File: config.mk
export PLATFORM = sky130hd
export DESIGN_NAME = uart_baud_gen_frac
export DESIGN_NICKNAME = d
export VERILOG_FILES = /design/src/rtl/uart_baud_gen_frac.sv
export SDC_FILE = /design/constraint.sdc
export NUM_CORES = 1
export LEC_CHECK = 0
export CAP_MARGIN = 20
export CORE_MARGIN = 10
export CORE_UTILIZATION = 45
export CTS_BUF_LIST = sky130_fd_sc_hd__clkbuf_4 sky130_fd_sc_hd__clkbuf_8
export DETAILED_ROUTE_END_ITERATION = 7
export SLEW_MARGIN = 30
export SYNTH_ARGS = -nofsm -noshare
export SYNTH_HDL_FRONTEND = slang
export SYNTH_SLANG_ARGS = --single-unit
File: constraint.sdc
create_clock -name clk -period 6.7 [get_ports clk]
set_clock_uncertainty 0.2 [all_clocks]
set_input_delay 1.34 -clock clk [delete_from_list [all_inputs] [get_ports clk]]
set_output_delay 1.34 -clock clk [all_outputs]
set_load 0.1 [all_outputs]
File: src/rtl/uart_baud_gen_frac.sv
// Fractional baud / oversample tick generator with shadowed reconfiguration,
// bit-boundary and mid-bit pulses, and an RX phase-resync input.
module uart_baud_gen_frac #(
   parameter int CNT_W  = 16,
   parameter int FRAC_W = 4,
   parameter int OSR_W  = 5
) (
   input  logic              clk,
   input  logic              reset_n,
   input  logic              enable,
   input  logic              cfg_load,
   input  logic [CNT_W-1:0]  baud_div,
   input  logic [FRAC_W-1:0] baud_frac,
   input  logic [OSR_W-1:0]  osr,
   input  logic              resync,
   output logic              cfg_busy,
   output logic              baud_tick,
   output logic              xmit_pulse,
   output logic              sample_pulse
);

   logic [CNT_W-1:0]  cnt;
   logic [FRAC_W-1:0] acc;
   logic              stretch;
   logic [OSR_W-1:0]  os_cnt;

   logic [CNT_W-1:0]  div_act,  div_stg;
   logic [FRAC_W-1:0] frac_act, frac_stg;
   logic [OSR_W-1:0]  osr_act,  osr_stg;

   logic              tick_now;
   logic              xmit_now;
   logic              sample_now;
   logic              apply;
   logic [FRAC_W:0]   acc_sum;

   // Apply only at a bit boundary (or while stopped) so no bit is ever
   // timed by a mix of old and new settings.
   always_comb begin
      tick_now   = enable & ~resync & (cnt == '0) & ~stretch;
      xmit_now   = tick_now & (os_cnt == osr_act);
      sample_now = tick_now & (os_cnt == (osr_act >> 1));
      apply      = cfg_busy & (~enable | xmit_now);
      acc_sum    = {1'b0, acc} + {1'b0, frac_act};
   end

   // NOTE: every register here is a plain flop, so all are cleared by the
   // asynchronous reset; state updates use non-blocking assignments only.
   always_ff @(posedge clk or negedge reset_n) begin
      if (!reset_n) begin
         cnt          <= '0;
         acc          <= '0;
         stretch      <= 1'b0;
         os_cnt       <= '0;
         baud_tick    <= 1'b0;
         xmit_pulse   <= 1'b0;
         sample_pulse <= 1'b0;
      end else begin
         baud_tick    <= tick_now;
         xmit_pulse   <= xmit_now;
         sample_pulse <= sample_now;
         if (resync) begin
            cnt     <= div_act;
            acc     <= '0;
            stretch <= 1'b0;
            os_cnt  <= '0;
         end else if (enable) begin
            if (cnt != '0) begin
               cnt <= cnt - CNT_W'(1);
            end else if (stretch) begin
               stretch <= 1'b0;
            end else if (apply) begin
               // New bit period starts from the staged divisor with a clean phase.
               cnt     <= div_stg;
               acc     <= '0;
               stretch <= 1'b0;
               os_cnt  <= '0;
            end else begin
               cnt     <= div_act;
               acc     <= acc_sum[FRAC_W-1:0];
               stretch <= acc_sum[FRAC_W];
               os_cnt  <= xmit_now ? '0 : os_cnt + OSR_W'(1);
            end
         end
      end
   end

   always_ff @(posedge clk or negedge reset_n) begin
      if (!reset_n) begin
         div_act  <= '0;
         frac_act <= '0;
         osr_act  <= '0;
         div_stg  <= '0;
         frac_stg <= '0;
         osr_stg  <= '0;
         cfg_busy <= 1'b0;
      end else begin
         if (apply) begin
            div_act  <= div_stg;
            frac_act <= frac_stg;
            osr_act  <= osr_stg;
         end
         // A fresh capture on the apply edge stays pending for the next boundary.
         if (cfg_load) begin
            div_stg  <= baud_div;
            frac_stg <= baud_frac;
            osr_stg  <= osr;
            cfg_busy <= 1'b1;
         end else if (apply) begin
            cfg_busy <= 1'b0;
         end
      end
   end

endmodule

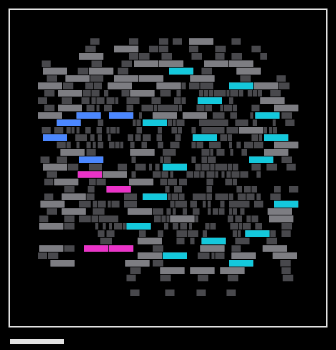
Fig. 1. Sequential cells grouped by signal name (run 1).
Bar = 20 um. Other sequential cells in the stronger gray, the rest of the logic in the fainter gray.
color	netlist name	sequential cells
magenta	acc	4
blue	os_cnt	5
cyan	cnt	16
not colored	55
fraction of area in registers: 42.2%
Seq group: 624 uW
FF+latch area: 2000 um2
utilization after layout: 51.9%

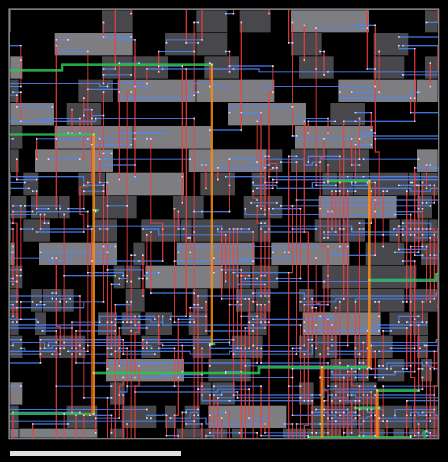
Fig. 2. A small window of the routed layout (run 1).
Bar = 20 um. Region (33, 56) to (83, 106) um. Cells in gray, sequential cells in the stronger gray; small squares are vias.
color	layer
blue	M1
green	M3
red	M2
orange	M4
sequential cells in the window	21
cells with their middle in the window	129
netlist names of flops here include	cnt (5), div_act (4), div_stg (4)
most frequent	dfrtp_1 (21), mux2_2 (10)

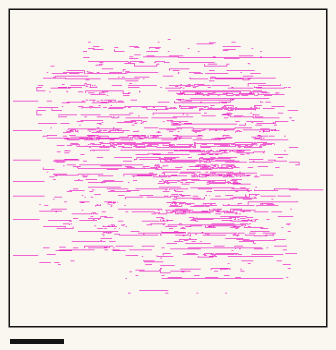
Fig. 3. Metal 1 (run 1).
Bar = 20 um.
share of all routed wire	46%
wire length on this layer	4230 um
longest straight run	44.6 um
nets with wire on the layer	406
main direction	horizontal
via count: 3030
met1 usage: 18.1%

==> out/results.tsv, run 1 <==
metric	value	unit
Num CTS Buffers	9	
Largest stage delay, worst path	0.58	ns
most numerous logic cell after layout	dfrtp_1	
largest net degree at the start of global routing	81	
delay-heaviest family, CP	AND-OR/OR-AND gates	
Largest cell class	flip-flops and latches	
Max H-tree Level	3	
Startpoint Class	input port	
Comb pwr share	19.8	%
OpenROAD warnings	27	
width of the die	116	um
Comb gate area	2000	um2
actual slew at the worst max-slew pin	0.977	ns
Pint	866	uW
Placed Cells	498	
crit-path max FO	30	
post-CTS setup buffers	0	
critical path endpoint	cnt[15]	
vias per cell	5.91	
Avg Inst Size Synth	11.2	um2
CTS sink cnt	80	
hold slack	0.302	ns
top flop regs	cnt x16, div_act x16, div_stg x16	
Synth top cell by count	dfrtp_1	
Die Y	116	um
Min-Delay Path Class	flip-flop to flip-flop	
hold path endpoint	frac_act[0]	
yosys cell count	372	
Hold Crit Start	frac_stg[0]	
critical path depth	7	
status	finished, final reports clean	
Reg clk slew, reported paths	0.08	ns
Core Rows	35	
Worst Setup SP	resync	
flop-to-flop setup slack	3.51	ns
Core Region	9150	um2
Clock power frac	29.0	%
Area Overhead vs Synth	13.7	%
Mux area share	13.5	%
Sequential Power Share	51.2	%
total gr overflow	0	
Post-Synth Adder-Cell Area	2.58	%
WHS Path Cells	1	
critical path's slowest cell	a41o_4	
Post-synth area hogs	dfrtp_1 48%, mux2_2 12%, a21oi_1 2.4%	
met2 Track Usage GR	23.7	%
Max rail drop VDD	130	uV
I/O Buffers	33	
Largest logic family	AND-OR/OR-AND gates	
Non-CTS inverters	15	
Cell Type Count	64	
routed wire length	9280	um
CP Buf/Inv Count	2	
critical path required time	6.74	ns
initial antenna violation count	0	
FF-to-FF Start	cnt[0]	
hold buffers post-CTS	0	
r2r endpoint	cnt[15]	
Top cells excl fill/tap	80 x dfrtp_1, 46 x mux2_2, 32 x clkdlybuf4s50_1	
seq_cells	80	
min Tclk post-route	4.07	ns
CP Capture Type	flip-flop	
Antenna diodes	0	
total power	1220	uW
Slew HR	34.6	%
Achievable Freq	0.246	GHz
Clk. pwr	353	uW
Post-synth top cells	80 x dfrtp_1, 46 x mux2_2, 20 x a21oi_1	
xor/xnor share	2.52	%
Synth Instances	372	
Met3 Wirelength	388	um
PD cells	256	nW/um2
clock buffer depth	2	
unrepaired setup endpoints after global routing	false	
Non-CTS buffers	36	
Top-area cell share	47.9	%
GPL Wtd Cong	0.853	
Comb/total area	42.1	%
Layout Nets	436	
setup violators final	0	
simple-gate share of the synthesized area	13.6	%
GR Util All Layers	14.6	%
YS chip area	4180	um2
highest-power group	registers	
Final Instance Area	4750	um2
FFs w/ async S/R, synth	100	%
top sig layer	met4	
DR WL met2	4530	um
post-route ant nets	0	
sw frac	28.8	%
combinational power	241	uW
==> run 2, diff against run 1 <==
PLACE_DENSITY = 0.67   (was not set)
clock period = 3.3 ns   (was 6.7 ns; I/O delays follow)
==> run 2 against run 1 <==
Net effect: register-to-register slack worse by 2.9 ns; critical path depth stayed put; global-route usage is 0.85 points higher; total power is 110% higher; count of clock-buffer cells in the layout is 1 lower; hold slack worse by 0.18 ns; cell area is 2.4% higher; synthesized cell count stayed put.
==> out/results.tsv, run 2 <==
metric	value	unit
hold buffers post-CTS	0	
delay-heaviest family, CP	buffers and inverters	
Synth top cell by count	dfrtp_1	
clk tree area frac	4.30	%
FF-to-FF Start	cnt[0]	
buffering overhead	9.52	%
Final Instance Area	4860	um2
crit-path cells	clkdlybuf4s50_1, nor4_1, and4_1, a41o_4, buf_12, mux2_2, o21a_1	
Num CTS Buffers	9	
FFs w/ async S/R, synth	100	%
crit-path max FO	17	
GRT busiest layer	met2	
largest net degree at the start of global routing	81	
ao+oa area frac	15.5	%
LEAKAGE	0.00205	uW
Registers, synthesis	80	
Syn Std Cell Area	4180	um2
PD cells	519	nW/um2
most numerous logic cell after layout	dfrtp_1	
Metal-1 WL	4240	um
status	finished, final reports clean	
top sig layer	met4	
critical path endpoint	cnt[6]	
Pint	1780	uW
Max rail drop VDD	274	uV
Post-synth top cells	80 x dfrtp_1, 46 x mux2_2, 20 x a21oi_1	
Core Region	9150	um2
Reg clk slew, reported paths	0.08	ns
met2 Track Usage GR	24.9	%
Seq group	1260	uW
Met3 Wirelength	576	um
Largest stage delay, worst path	0.45	ns
Slew HR	47.0	%
DP HPWL	6860	um
GPL Wtd Cong	0.889	
tap cells	111	
CTS sink cnt	80	
initial antenna violation count	0	
r2r endpoint	cnt[6]	
Area Overhead vs Synth	16.4	%
Achievable Freq	0.366	GHz
hold slack	0.125	ns
Worst Setup SP	resync	
Core Rows	35	
fin. max-slew vios	0	
cycle use final	82.9	%
flop-to-flop setup slack	0.58	ns
highest-power group	registers	
fraction of area in registers	41.2	%
Mux area share	13.5	%
Placed Cells	511	
sw frac	29.6	%
critical path depth	7	
YS chip area	4180	um2
actual slew at the worst max-slew pin	0.792	ns
DP Area	4650	um2
Non-CTS inverters	15	
Max H-tree Level	3	
combinational power	510	uW
Min-Delay Path Class	input port to async pin	
Post-Synth Adder-Cell Area	2.58	%
min Tclk post-route	2.73	ns
post-CTS setup buffers	0	
OpenROAD warnings	27	
total power	2520	uW
post-route ant nets	0	
wire length per cell	18.2	um
Comb pwr share	20.2	%
clock buffer depth	2	
DR WL met2	4620	um
xor/xnor share	2.52	%
Post-CTS Resized	0	
top flop regs	cnt x16, div_act x16, div_stg x16	
vias in the first global route	3168	
Clk. pwr	751	uW
Largest cell class	flip-flops and latches	
TritonRoute pass-1 iters	4	
Net Count, Synth	410	
critical path's slowest cell	clkdlybuf4s50_1	
Comb/total area	41.0	%
CP Capture Type	flip-flop	
Layout Nets	449	
setup violators final	0	
unrepaired setup endpoints after global routing	false	
utilization after layout	53.1	%
critical path required time	3.35	ns
Clock power frac	29.7	%
Post-synth area hogs	dfrtp_1 48%, mux2_2 12%, a21oi_1 2.4%	
Cell Type Count	64	
reg2reg path depth	8	
Yosys Warn Count	0	
total gr overflow	0	
Clock Latency Late Sink	0.36	ns
simple-gate share of the synthesized area	13.6	%
vias per cell	5.84	
Top-area cell share	47.9	%
fin worst setup slack	0.566	ns
Non-CTS buffers	49	
Startpoint Class	input port	
Antenna diodes	0	
GR Util All Layers	15.4	%
CP Buf/Inv Count	2	
Layout clock buffers	11	
Synth Instances	372	
Sequential Power Share	50.0	%
GRT met3 Usage	4.37	%
Post-synth EDFFs	0	
first-pass GRT wire length	16400	um
Largest logic family	AND-OR/OR-AND gates	
seq_cells	80	
Initial Util	45.6	%
pre-CTS WS	0.204	ns
Top cells excl fill/tap	80 x dfrtp_1, 46 x mux2_2, 28 x clkdlybuf4s50_1	
FF+latch area	2000	um2
Comb gate area	1990	um2
Avg Inst Size Synth	11.2	um2
yosys cell count	372	
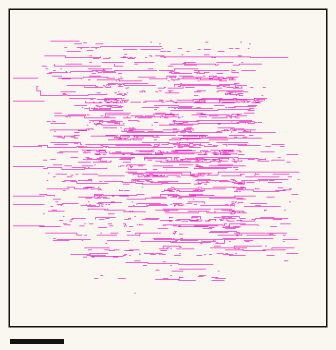
Fig. 4. Metal 1 (run 2).
Bar = 20 um.
nets with wire on the layer	405
share of all routed wire	44%
wire length on this layer	4240 um
routed wire length: 9600 um
met1 usage: 19.9%
via count: 3076

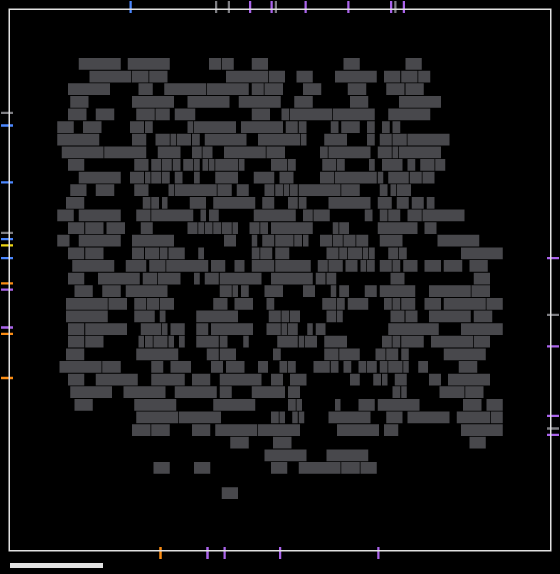
Fig. 5. Ports around the boundary (run 2).
Bar = 20 um. Pins as bars across the die edge, other pins in gray.
color	port	pins	direction	edge
yellow	cfg_busy	1	output	left
orange	baud_frac	4	input	3 left, 1 bottom
blue	osr	5	input	4 left, 1 top
purple	baud_div	16	input	6 top, 4 right, 4 bottom, 2 left
Die Y: 116 um
I/O Buffers: 33
width of the die: 116 um

Power figures rest on the tool's default switching activity, not on a simulated workload.
